--- src/rtl/adder_bist.sv ---
// rtl/adder_bist.sv - LFSR-driven built-in self-test engine for a WIDTH-bit ripple-carry adder
module adder_bist #(
  parameter int          WIDTH  = 4,
  parameter int          PATNUM = 1000,
  parameter logic [15:0] SEED   = 16'hACE1
) (
  input  logic               clk,
  input  logic               rst_n,
  input  logic               start,
  output logic [WIDTH-1:0]   a,
  output logic [WIDTH-1:0]   b,
  output logic               cin,
  input  logic [WIDTH-1:0]   sum,
  input  logic               carry,
  output logic               busy,
  output logic               done,
  output logic               pass,
  output logic [15:0]        pat_cnt,
  output logic [15:0]        err_cnt,
  output logic [2*WIDTH:0]   fail_vec
);

  localparam logic [15:0] SEED_EFF = (SEED == 16'h0000) ? 16'h0001 : SEED;
  localparam logic [15:0] PAT_LAST = 16'(PATNUM - 1);

  typedef enum logic [1:0] {IDLE, DRIVE, CHECK, DONE} state_t;

  state_t         state, state_nxt;
  logic [15:0]    lfsr;
  logic [15:0]    lfsr_nxt;
  logic [WIDTH:0] golden;
  logic           mismatch;

  assign lfsr_nxt = (lfsr >> 1) ^ (lfsr[0] ? 16'hB400 : 16'h0000);
  // Case inequality so an undriven or X adder output is reported, not masked
  assign mismatch = ({carry, sum} !== golden);

  assign busy = (state == DRIVE) || (state == CHECK);
  assign done = (state == DONE);
  assign pass = done && (err_cnt == 16'h0000);

  always_ff @(posedge clk or negedge rst_n) begin
    if (!rst_n) state <= IDLE;
    else        state <= state_nxt;
  end

  always_comb begin
    state_nxt = state;
    case (state)
      IDLE, DONE: if (start) state_nxt = DRIVE;
      DRIVE:      state_nxt = CHECK;
      CHECK:      state_nxt = (pat_cnt == PAT_LAST) ? DONE : DRIVE;
      default:    state_nxt = IDLE;
    endcase
  end

  always_ff @(posedge clk or negedge rst_n) begin
    if (!rst_n) begin
      lfsr     <= SEED_EFF;
      a        <= '0;
      b        <= '0;
      cin      <= 1'b0;
      golden   <= '0;
      pat_cnt  <= '0;
      err_cnt  <= '0;
      fail_vec <= '0;
    end else begin
      case (state)
        IDLE, DONE: begin
          if (start) begin
            lfsr     <= SEED_EFF;
            pat_cnt  <= '0;
            err_cnt  <= '0;
            fail_vec <= '0;
          end
        end
        DRIVE: begin
          a      <= lfsr[WIDTH-1:0];
          b      <= lfsr[2*WIDTH-1:WIDTH];
          cin    <= lfsr[15];
          golden <= {1'b0, lfsr[WIDTH-1:0]} + {1'b0, lfsr[2*WIDTH-1:WIDTH]}
                    + {{WIDTH{1'b0}}, lfsr[15]};
        end
        CHECK: begin
          pat_cnt <= pat_cnt + 16'd1;
          lfsr    <= lfsr_nxt;
          if (mismatch) begin
            if (err_cnt != 16'hFFFF) err_cnt <= err_cnt + 16'd1;
            // err_cnt saturates rather than wraps, so zero means no earlier failure
            if (err_cnt == 16'h0000) fail_vec <= {a, b, cin};
          end
        end
        default: ;
      endcase
    end
  end

endmodule

--- config.mk ---
export PLATFORM = sky130hd
export DESIGN_NAME = adder_bist
export DESIGN_NICKNAME = d
export VERILOG_FILES = /design/src/rtl/adder_bist.sv
export SDC_FILE = /design/constraint.sdc
export NUM_CORES = 1
export LEC_CHECK = 0
export CAP_MARGIN = 10
export CELL_PAD_IN_SITES_DETAIL_PLACEMENT = 1
export CELL_PAD_IN_SITES_GLOBAL_PLACEMENT = 2
export CORE_MARGIN = 8
export CORE_UTILIZATION = 34
export DETAILED_ROUTE_END_ITERATION = 12
export MAX_ROUTING_LAYER = met4
export PLACE_DENSITY_LB_ADDON = 0.1
export SYNTH_ARGS = -nofsm -noshare
export SYNTH_HDL_FRONTEND = slang
export SYNTH_SLANG_ARGS = --single-unit
--- constraint.sdc ---
create_clock -name clk -period 2.2 [get_ports clk]
set_input_delay 0.33 -clock clk [delete_from_list [all_inputs] [get_ports clk]]
set_output_delay 0.33 -clock clk [all_outputs]
set_load 0.02 [all_outputs]
### Gate families picked out

Scale bar: 20 um.
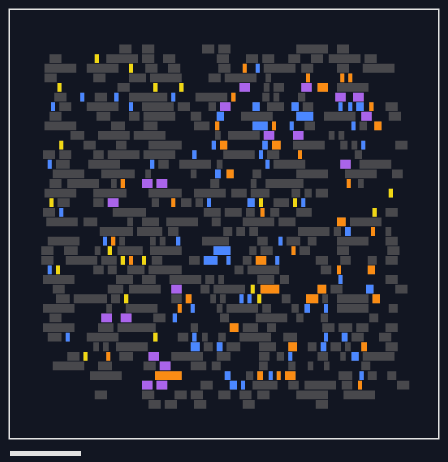
[purple] XOR/XNOR gates | cells: 19 | most used: xor2_1
[blue] NAND gates | cells: 60 | most used: nand2_1
[orange] NOR gates | cells: 41 | most used: nor2_1
[yellow] inverters | cells: 20 | most used: inv_1
Commonest Layout Cell: dfrtp_1
Comb/total area: 0.360

### Met3 routing

Cells faint in the background.
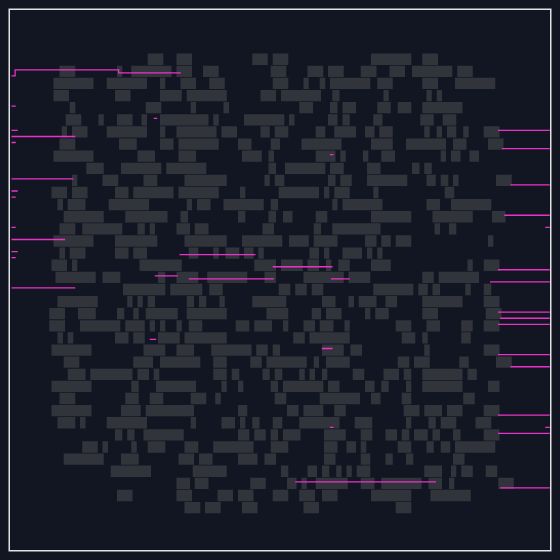
share of all routed wire: 3.3%
nets with wire on the layer: 31
wire length on this layer: 345 um
main direction: horizontal
longest straight run: 31.3 um
Routed Wire Length: 10,400 um
routing usage on met3: 0.0302

### Drive-strength map

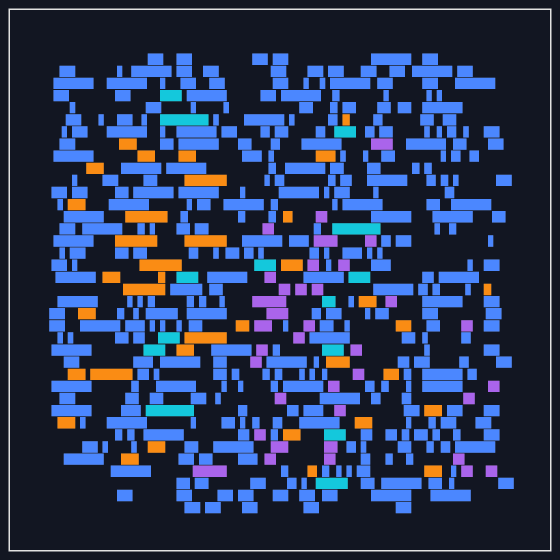
[cyan] _6 and larger | cells: 14 | share: 3.2%
[purple] _3 and _4 cells | cells: 36 | share: 8.1%
[orange] _2 cells | cells: 36 | share: 8.1%
[blue] _0 and _1 cells | cells: 356 | share: 81%

==> flow_summary_export.csv <==
group,metric,value,unit
drt,drt_iter0_drc,125,
yosys,yosysTopAreaCell,"dfrtp_1",
die,die_area,0.0147,mm^2
clock_network,clock_latency,350,ps
yosys,edf_count,0,
setup_path,max_stage_delay,440,ps
setup_path,r2r_setup_slack,170,ps
job,drv_cap,0,
yosys,ff_type,"dfrtp_1",
drt,dr.pass1.iters,4,
setup_path,crit_chain,"ha_1 -> buf_4 -> mux2_4 -> nand4_2 -> nand2b_4 -> or3_1 -> a21oi_1",
yosys,synth.top_cells.by_area,"dfrtp_1 43%, dfstp_2 5.6%, mux2_2 3.9%",
grt,grt_pass1_vias,3264,
clock_network,hold_buffers,1,
power,p_per_area,1170,mW/mm^2
sta,max_freq,493,MHz
finish,final_cells,582,
setup_path,critPathTopFamily,"simple AND/OR/NAND/NOR gates",
clock_network,cts_root_buffer,"clkbuf_8",
drt,drcViolationCount,0,
placement,dpl_cell_area,0.00467,mm^2
yosys,ys_sh_simple,0.193,
finish,fillers,1212,
finish,layout-drive-gt1-share,0.195,
setup_path,reg2reg_depth,7,
yosys,top_area_frac,0.432,
finish,final_cell_mix,"65 x dfrtp_1, 57 x clkdlybuf4s50_1, 39 x nand2_1",
setup_path,crit_fanout,6,
clock_network,clock-sinks,73,
yosys,ys_top_logic_family,"simple AND/OR/NAND/NOR gates",
clock_network,cts_buffers,9,
sta,tns,0,ps
yosys,yosysChipArea,0.00376,mm^2
grt,grt_pass1_wl,17300,um
yosys,async_flop_share,1.00,
yosys,mux_share,0.0731,
power,power,5750,uW
die,fp-row-count,38,
die,num_io_pins,61,
die,die_y,121,um
yosys,postSynthSeqShare,0.488,
yosys,syn_inst,354,
die,core_area,0.0108,mm^2
setup_path,r2r-end,"pat_cnt[12]",
drt,wl_met1,4900,um
yosys,yosysWarnings,0,
clock_network,htree_num_levels,3,
power,max-vdd-ir-drop,0.579,mV
setup_path,path_buffers,1,
sta,setup_viol,0,
yosys,compound_area_frac,0.117,
yosys,yosys.cell_types.count,58,
sta,fin_ws,173,ps
setup_path,cp.required,2480,ps
status,outcome,"completed",
job,warnings,29,
yosys,fa_ha_area_frac,0.0406,
clock_network,path_clk_slew,80,ps
drt,vias,3035,
grt,grt_start_max_net_pins,52,
power,leakagePower,0.00220,uW
yosys,synth.cell_area,0.00376,mm^2
drt,met3_wirelength,344,um
finish,antenna_cells,0,
yosys,syn-mean-instance-area,10.6,um^2
finish,layout.nets,456,
placement,numPortBuffers,60,
sta,slew_viol_final,0,
clock_network,ctsResizeCount,3,
grt,globalRouteTotalUtil,0.154,
drt,met2_length,5040,um
grt,overflow,0,
yosys,ys_ff,73,
die,fp_util,0.347,
sta,finalHoldViolCount,0,
yosys,syn_nets,373,
sta,rsz0062_at_grt,"false",
yosys,yosys.area_share.xor_xnor,0.0442,
drt,avgViaCountPerCell,5.21,
sta,hold_slack,422,ps
sta,finalCritPeriodShare,0.921,
setup_path,crit_type,"register to register",
clock_network,cts_tree,"built",
grt,antenna_found_initial,0,
drt,ant_nets,0,
setup_path,cp.arrival,2310,ps
sta,period_minus_slack,2030,ps
setup_path,crit_path_start_kind,"register",
placement,dp_slack,-52.0,ps
die,die_w,121,um
sta,finClkSkew,7.05,ps
drt,dr.max_layer_used,"met4",
### Routed clock nets over the placement

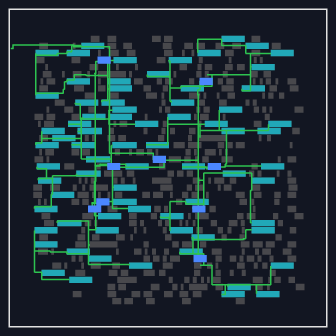
[blue] clock drivers | count: 9
[green] clock wires | length: 1,130 um
[cyan] flip-flops | count: 73
flops lie: spread over the die
routed clock nets: 10

### Track usage over the die

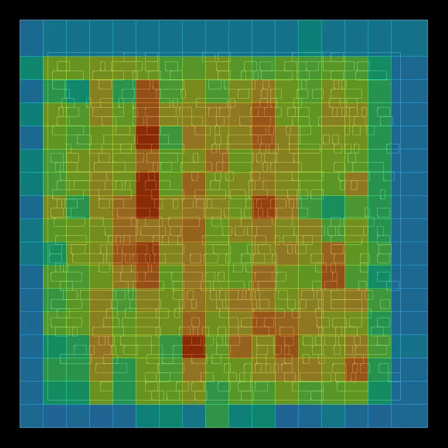
grt peak-use layer: met2
WL/cell: 17.9 um
final core occ: 0.455

[registers in the layout, summed over array words and instances, names as in the netlist, 2 cells and up]
signal,count
err_cnt,16
lfsr,16
pat_cnt,16
fail_vec,9
golden,5
a,4
b,4
state,2
[worst reg2reg max path, stage by stage, from the launching register on]
cell and delay [ps]:
dfrtp_1 440, ha_1 340, buf_4 170, mux2_4 240, nand4_2 130, nand2b_4 190
or3_1 310, a21oi_1 150
[layout make-up]
class / count / area, um^2 / area share
Sequential cell: 73 / 1840 / 0.373
Multi-Input combinational cell: 244 / 1770 / 0.360
Timing Repair Buffer: 89 / 825 / 0.167
Tap cell: 140 / 175 / 0.0356
Clock buffer: 9 / 124 / 0.0251
Clock inverter: 7 / 118 / 0.0239
Inverter: 20 / 75.1 / 0.0152
[worst max path at each step]
stage                       end  slack, ps  depth (start not counted)
global placement     err_cnt[7]        -10                          7
CTS                        pass         10                          6
floorplan           err_cnt[10]        260                          8
global route               pass         10                          6
detailed placement   err_cnt[8]        -50                          7
finish              pat_cnt[12]        170                          7
[synthesized netlist by cell type (4+ instances only)]
cell type,number
a211o_1,5
a21oi_1,14
a22o_1,6
and2_1,4
and3_1,9
and4_1,4
clkbuf_1,9
dfrtp_1,65
dfstp_2,8
ha_1,9
inv_1,20
mux2_2,13
mux2i_1,10
nand2_1,39
nand3_1,8
nand4_1,6
nor2_1,23
nor3b_1,5
nor4b_1,4
o21ai_0,15
o22a_1,4
xnor2_1,6
xor2_1,13
[layer usage]
layer  track usage  vias to the layer above
met3        0.0302                       10
met2         0.239                       41
li1              -                     1424
met5             -                        -
met4        0.0563                        0
met1         0.195                     1560
[power breakdown]
part,switching [uW],internal (uW)
registers,261,1680
logic,1370,1120
clock network,555,756
Power and IR drop assume default switching activity.
